`src/rtl/if_id_pipe_ctrl_pkg.sv`:
```
// Shared pipeline definitions: instruction encodings, PC width and the
// fetch-control state encoding used by the hazard unit and the decoder.
package if_id_pipe_ctrl_pkg;

  localparam int PC_W = 32;

  localparam logic [31:0] INSTR_NOP  = 32'h0000_0000;
  localparam logic [31:0] INSTR_HALT = 32'hFFFF_FFFF;

  typedef enum logic [1:0] {
    ST_RUN     = 2'd0,
    ST_DRAIN   = 2'd1,
    ST_HALTED  = 2'd2
  } pipe_state_t;

  // Sequential fetch address; wraps naturally at 32 bits.
  function automatic logic [PC_W-1:0] pc_plus4(input logic [PC_W-1:0] pc_in);
    return pc_in + PC_W'(4);
  endfunction

endpackage

```
`src/rtl/if_id_pipe_ctrl.sv`:
```
// IF stage and IF/ID register control: PC sequencing, hazard hold,
// branch redirect, HALT drain sequencing and a saturating hold counter.
//
//   state     | meaning
//   ----------+--------------------------------------------------------
//   ST_RUN    | normal fetch; hold / branch / HALT detection active
//   ST_DRAIN  | HALT seen; PC frozen, NOPs pushed until the pipe empties
//   ST_HALTED | pipeline drained; everything frozen until reset
module if_id_pipe_ctrl
  import if_id_pipe_ctrl_pkg::*;
#(
  parameter logic [PC_W-1:0] RESET_PC     = 32'h0000_0000,
  parameter int              DRAIN_CYCLES = 4
) (
  input  logic            clk,
  input  logic            reset,
  input  logic            enable,
  input  logic            stall,
  input  logic            flush_idex,
  input  logic            branch_taken,
  input  logic [31:0]     branch_target,
  input  logic [31:0]     imem_data,
  output logic [PC_W-1:0] pc,
  output logic [31:0]     if_id_instr,
  output logic [31:0]     if_id_pc4,
  output logic            id_ex_bubble,
  output logic            halted,
  output logic [15:0]     stall_count
);

  localparam int CNT_W = (DRAIN_CYCLES > 1) ? $clog2(DRAIN_CYCLES) : 1;
  localparam logic [CNT_W-1:0] CNT_LAST = CNT_W'(DRAIN_CYCLES - 1);

  pipe_state_t      r_state;
  logic [CNT_W-1:0] r_drain_cnt;
  logic             r_halted;
  logic [PC_W-1:0]  r_pc;
  logic [31:0]      r_instr;
  logic [31:0]      r_pc4;
  logic [15:0]      r_stall_cnt;

  logic             w_hold;
  logic             w_run;
  logic             w_halt_fetch;
  logic [PC_W-1:0]  w_pc_next;

  assign w_hold       = stall | flush_idex;
  assign w_run        = (r_state == ST_RUN);
  assign w_pc_next    = pc_plus4(r_pc);
  // A HALT fetched under a taken branch is on the wrong path and is dropped.
  assign w_halt_fetch = w_run & ~w_hold & ~branch_taken & (imem_data == INSTR_HALT);

  // Control sequencing: RUN -> DRAIN on HALT fetch, DRAIN -> HALTED after the drain window.
  always_ff @(posedge clk) begin
    if (reset) begin
      r_state     <= ST_RUN;
      r_drain_cnt <= '0;
      r_halted    <= 1'b0;
    end else if (enable) begin
      case (r_state)
        ST_RUN: begin
          if (w_halt_fetch) begin
            r_state     <= ST_DRAIN;
            r_drain_cnt <= '0;
          end
        end
        ST_DRAIN: begin
          if (r_drain_cnt == CNT_LAST) begin
            r_state  <= ST_HALTED;
            r_halted <= 1'b1;
          end else begin
            r_drain_cnt <= r_drain_cnt + CNT_W'(1);
          end
        end
        ST_HALTED: r_halted <= 1'b1;
        default:   r_state  <= ST_RUN;
      endcase
    end
  end

  // Datapath registers: PC, IF/ID pair and the saturating hold counter.
  always_ff @(posedge clk) begin
    if (reset) begin
      r_pc        <= RESET_PC;
      r_instr     <= INSTR_NOP;
      r_pc4       <= '0;
      r_stall_cnt <= '0;
    end else if (enable && w_run) begin
      if (w_hold) begin
        if (r_stall_cnt != 16'hFFFF) r_stall_cnt <= r_stall_cnt + 16'd1;
      end else if (branch_taken) begin
        r_pc    <= branch_target;
        r_instr <= INSTR_NOP;
        r_pc4   <= w_pc_next;
      end else if (imem_data == INSTR_HALT) begin
        r_instr <= INSTR_HALT;
      end else begin
        r_pc    <= w_pc_next;
        r_instr <= imem_data;
        r_pc4   <= w_pc_next;
      end
    end else if (enable && (r_state == ST_DRAIN)) begin
      r_instr <= INSTR_NOP;
    end
  end

  assign id_ex_bubble = enable & (w_hold | ~w_run);
  assign pc           = r_pc;
  assign if_id_instr  = r_instr;
  assign if_id_pc4    = r_pc4;
  assign halted       = r_halted;
  assign stall_count  = r_stall_cnt;

endmodule

```
`config.mk`:
```
export PLATFORM = sky130hd
export DESIGN_NAME = if_id_pipe_ctrl
export DESIGN_NICKNAME = d
export VERILOG_FILES = /design/src/rtl/if_id_pipe_ctrl_pkg.sv /design/src/rtl/if_id_pipe_ctrl.sv
export SDC_FILE = /design/constraint.sdc
export NUM_CORES = 1
export LEC_CHECK = 0
export CAP_MARGIN = 5
export CORE_MARGIN = 3
export CORE_UTILIZATION = 51
export DETAILED_ROUTE_END_ITERATION = 8
export PLACE_DENSITY = 0.86
export SYNTH_ARGS = -nofsm -noshare
export SYNTH_HDL_FRONTEND = slang
export SYNTH_SLANG_ARGS = --single-unit
```
`constraint.sdc`:
```
create_clock -name clk -period 4.8 [get_ports clk]
set_clock_uncertainty 0.05 [all_clocks]
set_input_delay 0.96 -clock clk [delete_from_list [all_inputs] [get_ports clk]]
set_output_delay 0.96 -clock clk [all_outputs]
set_load 0.01 [all_outputs]
```
==> summary.txt, run 1 <==
Flow results follow.

The flow ran to the end, and the final reports show no timing, DRC or antenna violations. STA shows the worst min-delay path finishing at pc[1]. The number of vias in the routed layout is 6,145. For the worst setup path, the data arrival time is 2.39 ns.

The proportion of power drawn by combinational gates is 0.107. Power spread over the standard cell area amounts to 298 mW/mm2. The worst-case register-to-register setup slack is 1.98 ns. The first global-routing pass estimated 30,300 um of wire. The number of cells in the yosys synthesis report is 693. met2 track demand over resource after global routing is 0.450.

The sequential area share after synthesis is 0.396. The die footprint is 0.0129 mm2. The portion of the layout cell area used by non-clock buffers is 0.231. The final report lists the setup-violating endpoint count as 0.

The run reported a max-capacitance violation count of 0. The utilization after layout is 0.743. The post-synthesis async set-or-reset flop share is 0.

The I/O pin count is 184. The initial antenna violation count is 0. Per the synthesis report, the simple-gate share of the synthesized area is 0.220. The routed design uses 1760 um of met3 wire. At the end of routability-driven placement, the weighted congestion stood at 0.915. Per the OpenROAD timing report, the critical path contains 4 cells.

The design internal power is 1.87 mW. The H-tree depth is 4. The CTS report gives the tree buffer count as 17.

The fraction of synthesized cell area taken by the top area cell type is 0.396. The worst pin sits at a relative slew slack of 0.398. Overall routing resource usage recorded by global route was 0.292. The max-slew violation count is 0. The clock transition at the registers of the reported paths is 0.05 ns. The post-cts repair resize count is 0. The register bit count reported by yosys is 117. After the first detailed-routing iteration, the DRC count stood at 789. Across the VDD grid, the largest voltage drop is 268 uV. The post-synth tally of flip-flops with integrated enable is 0. The detailed-route wire length on metal 1 is 7890 um. The total negative slack for setup checks is 0 ns.

The layer flagged by global routing as most heavily used is met2. The iteration count recorded for the first detailed-route pass is 7. The detail-routed via count per cell is 6.23.

The multi-input logic portion of the cell area is 0.393. The critical path data required time is 3.79 ns. The post-placement cell area is 0.00765 mm2. Setup repair after global routing left no endpoint under its margin.

For reference, the top cells by count after synthesis are sky130_fd_sc_hd__dfxtp_1 (117), sky130_fd_sc_hd__nor2_1 (69), sky130_fd_sc_hd__a21oi_1 (66), sky130_fd_sc_hd__nand2_1 (43), sky130_fd_sc_hd__a22oi_1 (39). The number of buffers and inverters on the critical path is 2.
**Run 1: placement view**

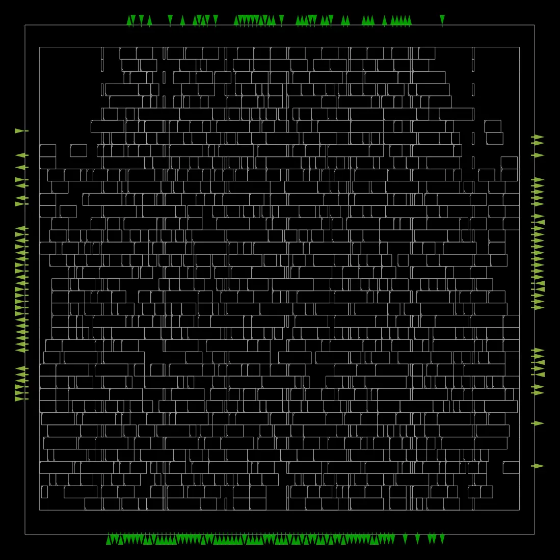
number of well taps: 140
number of fillers in the final layout: 775

**Run 1: pin map**

Pins as bars across the die edge, other pins in grey.
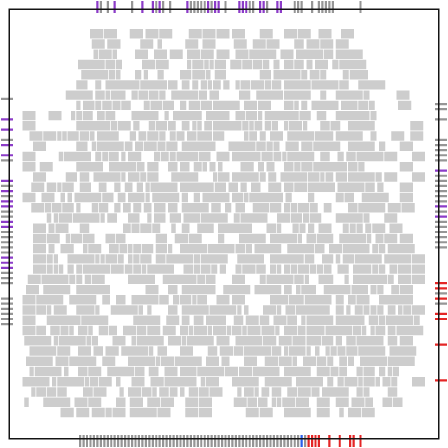
| colour | port | pins | direction | edge |
|---|---|---|---|---|
| red | stall_count | 16 | output | 9 bottom, 7 right |
| blue | enable | 1 | input | bottom |
| purple | pc | 32 | output | 16 top, 13 left, 3 right |
quantity of I/O buffers inserted on ports: 183
DIE HEIGHT: 114 um
die boundary width: 114 um

**Run 1: clock wires, drivers and flops**

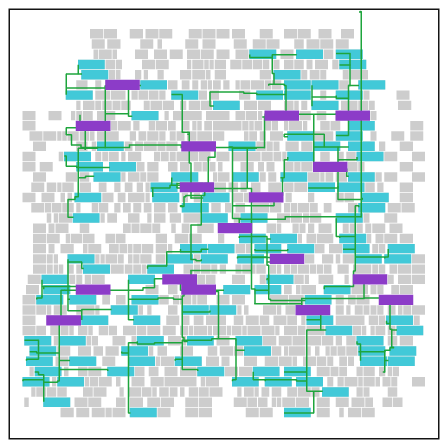
[cyan] flip-flops | count: 117
[purple] cells driving clock nets | count: 17
[green] clock wires | length: 1,410 um
routed clock nets: 18
flops lie: all over the die
Worst-Skew Late Latency: 0.41 ns
clock-net power: 1.17 mW
Clk network pwr share: 0.475

==> run 2, diff against run 1 <==
--- a/config.mk
+++ b/config.mk
@@ -7,9 +7,9 @@
 export LEC_CHECK = 0
 export CAP_MARGIN = 5
 export CORE_MARGIN = 3
-export CORE_UTILIZATION = 51
+export CORE_UTILIZATION = 47
 export DETAILED_ROUTE_END_ITERATION = 8
-export PLACE_DENSITY = 0.86
+export PLACE_DENSITY = 0.81
 export SYNTH_ARGS = -nofsm -noshare
 export SYNTH_HDL_FRONTEND = slang
 export SYNTH_SLANG_ARGS = --single-unit
==> constraint.sdc (replaced) <==
create_clock -name clk -period 3.4 [get_ports clk]
set_clock_uncertainty 0.05 [all_clocks]
set_input_delay 0.68 -clock clk [delete_from_list [all_inputs] [get_ports clk]]
set_output_delay 0.68 -clock clk [all_outputs]
set_load 0.01 [all_outputs]
==> run 2 against run 1 <==
Against the previous run:
- clock-buffer cell count down 6
- worst hold slack worse by 0.019 ns
- flip-flop count unchanged
- global-route usage down 3.0 points
- design area up 1.7%
- setup slack worse by 0.75 ns
- largest cell class unchanged
- core utilization down 5.5 points
- synthesized cell count unchanged
- critical path type unchanged
- area after synthesis unchanged
- first-iteration DRC count down 29%
==> summary.txt, run 2 <==
Flow results follow.

The worst hold path endpoint is halted (was pc[1]). The final number of setup-violating endpoints is 0 (unchanged). The worst-case register-to-register setup slack came to 1.02 ns (was 1.98 ns). The initial antenna violation count is 1 (was 0).

The critical path data required time is 2.67 ns (was 3.79 ns). The post-cts repair resize count is 0 (unchanged). The placed instance area was 0.00775 mm2 (was 0.00765 mm2). The I/O pin count is 184 (unchanged). The portion of total power attributed to the clock network is 0.508 (was 0.475).

The post-synth tally of flip-flops with integrated enable is 0 (unchanged). The critical path data arrival time is 2.02 ns (was 2.39 ns). The number of buffers created by CTS is 17 (unchanged).

The H-tree depth came to 4 (unchanged). The first-pass iteration count of the detailed router is 7 (unchanged). The proportion of power drawn by combinational gates was 0.101 (was 0.107). The die boundary height came to 118 um (was 114 um). The most crowded layer after global routing is met2 (unchanged). The count of maximum capacitance violations is 0 (unchanged). The areal power density over the cells is 441 mW/mm2 (was 298 mW/mm2).

The detail-routed via count per cell is 5.97 (was 6.23). The clock transition at the registers of the reported paths was 0.05 ns (about the same). The basic-gate share of the synthesized area counting and, or, nand and nor cells is 0.220 (unchanged).

The global placement routability congestion came to 0.938 (was 0.915). The global-route usage over all layers is 0.263 (was 0.292). The relative slew slack is 0.459 (was 0.398). Commonest cells in the synthesized netlist: sky130_fd_sc_hd__dfxtp_1 (117), sky130_fd_sc_hd__nor2_1 (69), sky130_fd_sc_hd__a21oi_1 (66), sky130_fd_sc_hd__nand2_1 (43), sky130_fd_sc_hd__a22oi_1 (39) (unchanged).

The die footprint came to 0.0140 mm2 (was 0.0129 mm2). The number of DRC violations after detailed-routing iteration 0 was 558 (was 789). The multi-input logic portion of the cell area was 0.387 (was 0.393). The x dimension of the die was 118 um (was 114 um). Outcome: complete, no violations (unchanged).

The max-slew violation count is 0 (unchanged). The utilization after layout is 0.688 (was 0.743). The number of cells in the yosys synthesis report is 693 (unchanged). The fraction of synthesized cell area taken by the top area cell type is 0.396 (unchanged). The detailed-route wire length on metal 1 is 7650 um (was 7890 um). The number of vias in the routed layout came to 6,087 (was 6,145).

The portion of the layout cell area used by non-clock buffers is 0.232 (was 0.231). Unrepaired setup endpoints after global routing: no (unchanged). The worst IR drop on VDD is 315 uV (was 268 uV). The sequential area share after synthesis is 0.396 (unchanged). The count of buffers from port buffering came to 183 (unchanged). The power of the clock network is 1.88 mW (was 1.17 mW). The cell depth of the worst setup path came to 3 (was 4). The layout filler cell count is 983 (was 775).
**Run 2: routed metal, one colour a layer**

Scale bar: 20 um.
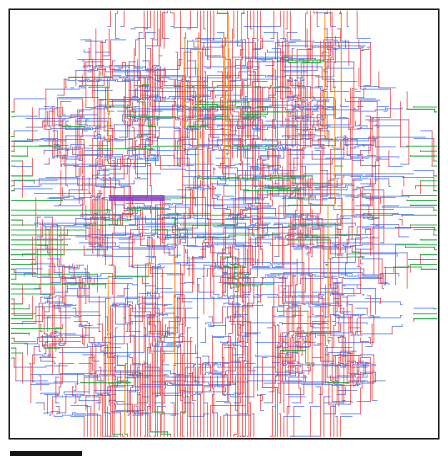
| colour | layer | wire length |
|---|---|---|
| orange | met4 | 533 um |
| blue | met1 | 7,650 um |
| green | met3 | 1,310 um |
| red | met2 | 9,090 um |
| purple | met5 | 13.8 um |

**Run 2: placement view**

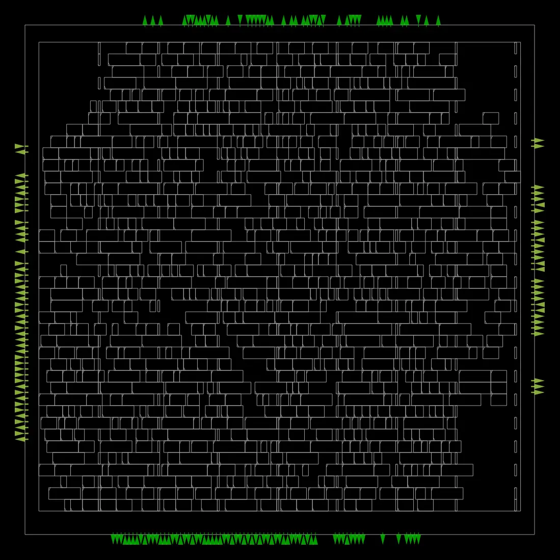
flop count: 117
share of the final layout cell area in sequential cells: 0.280
count of non-filler cells in the finished layout: 1,020
core area: 0.0122 mm2
standard-cell row count: 40

No activity file was given, so power comes from the tool's default toggle rates.
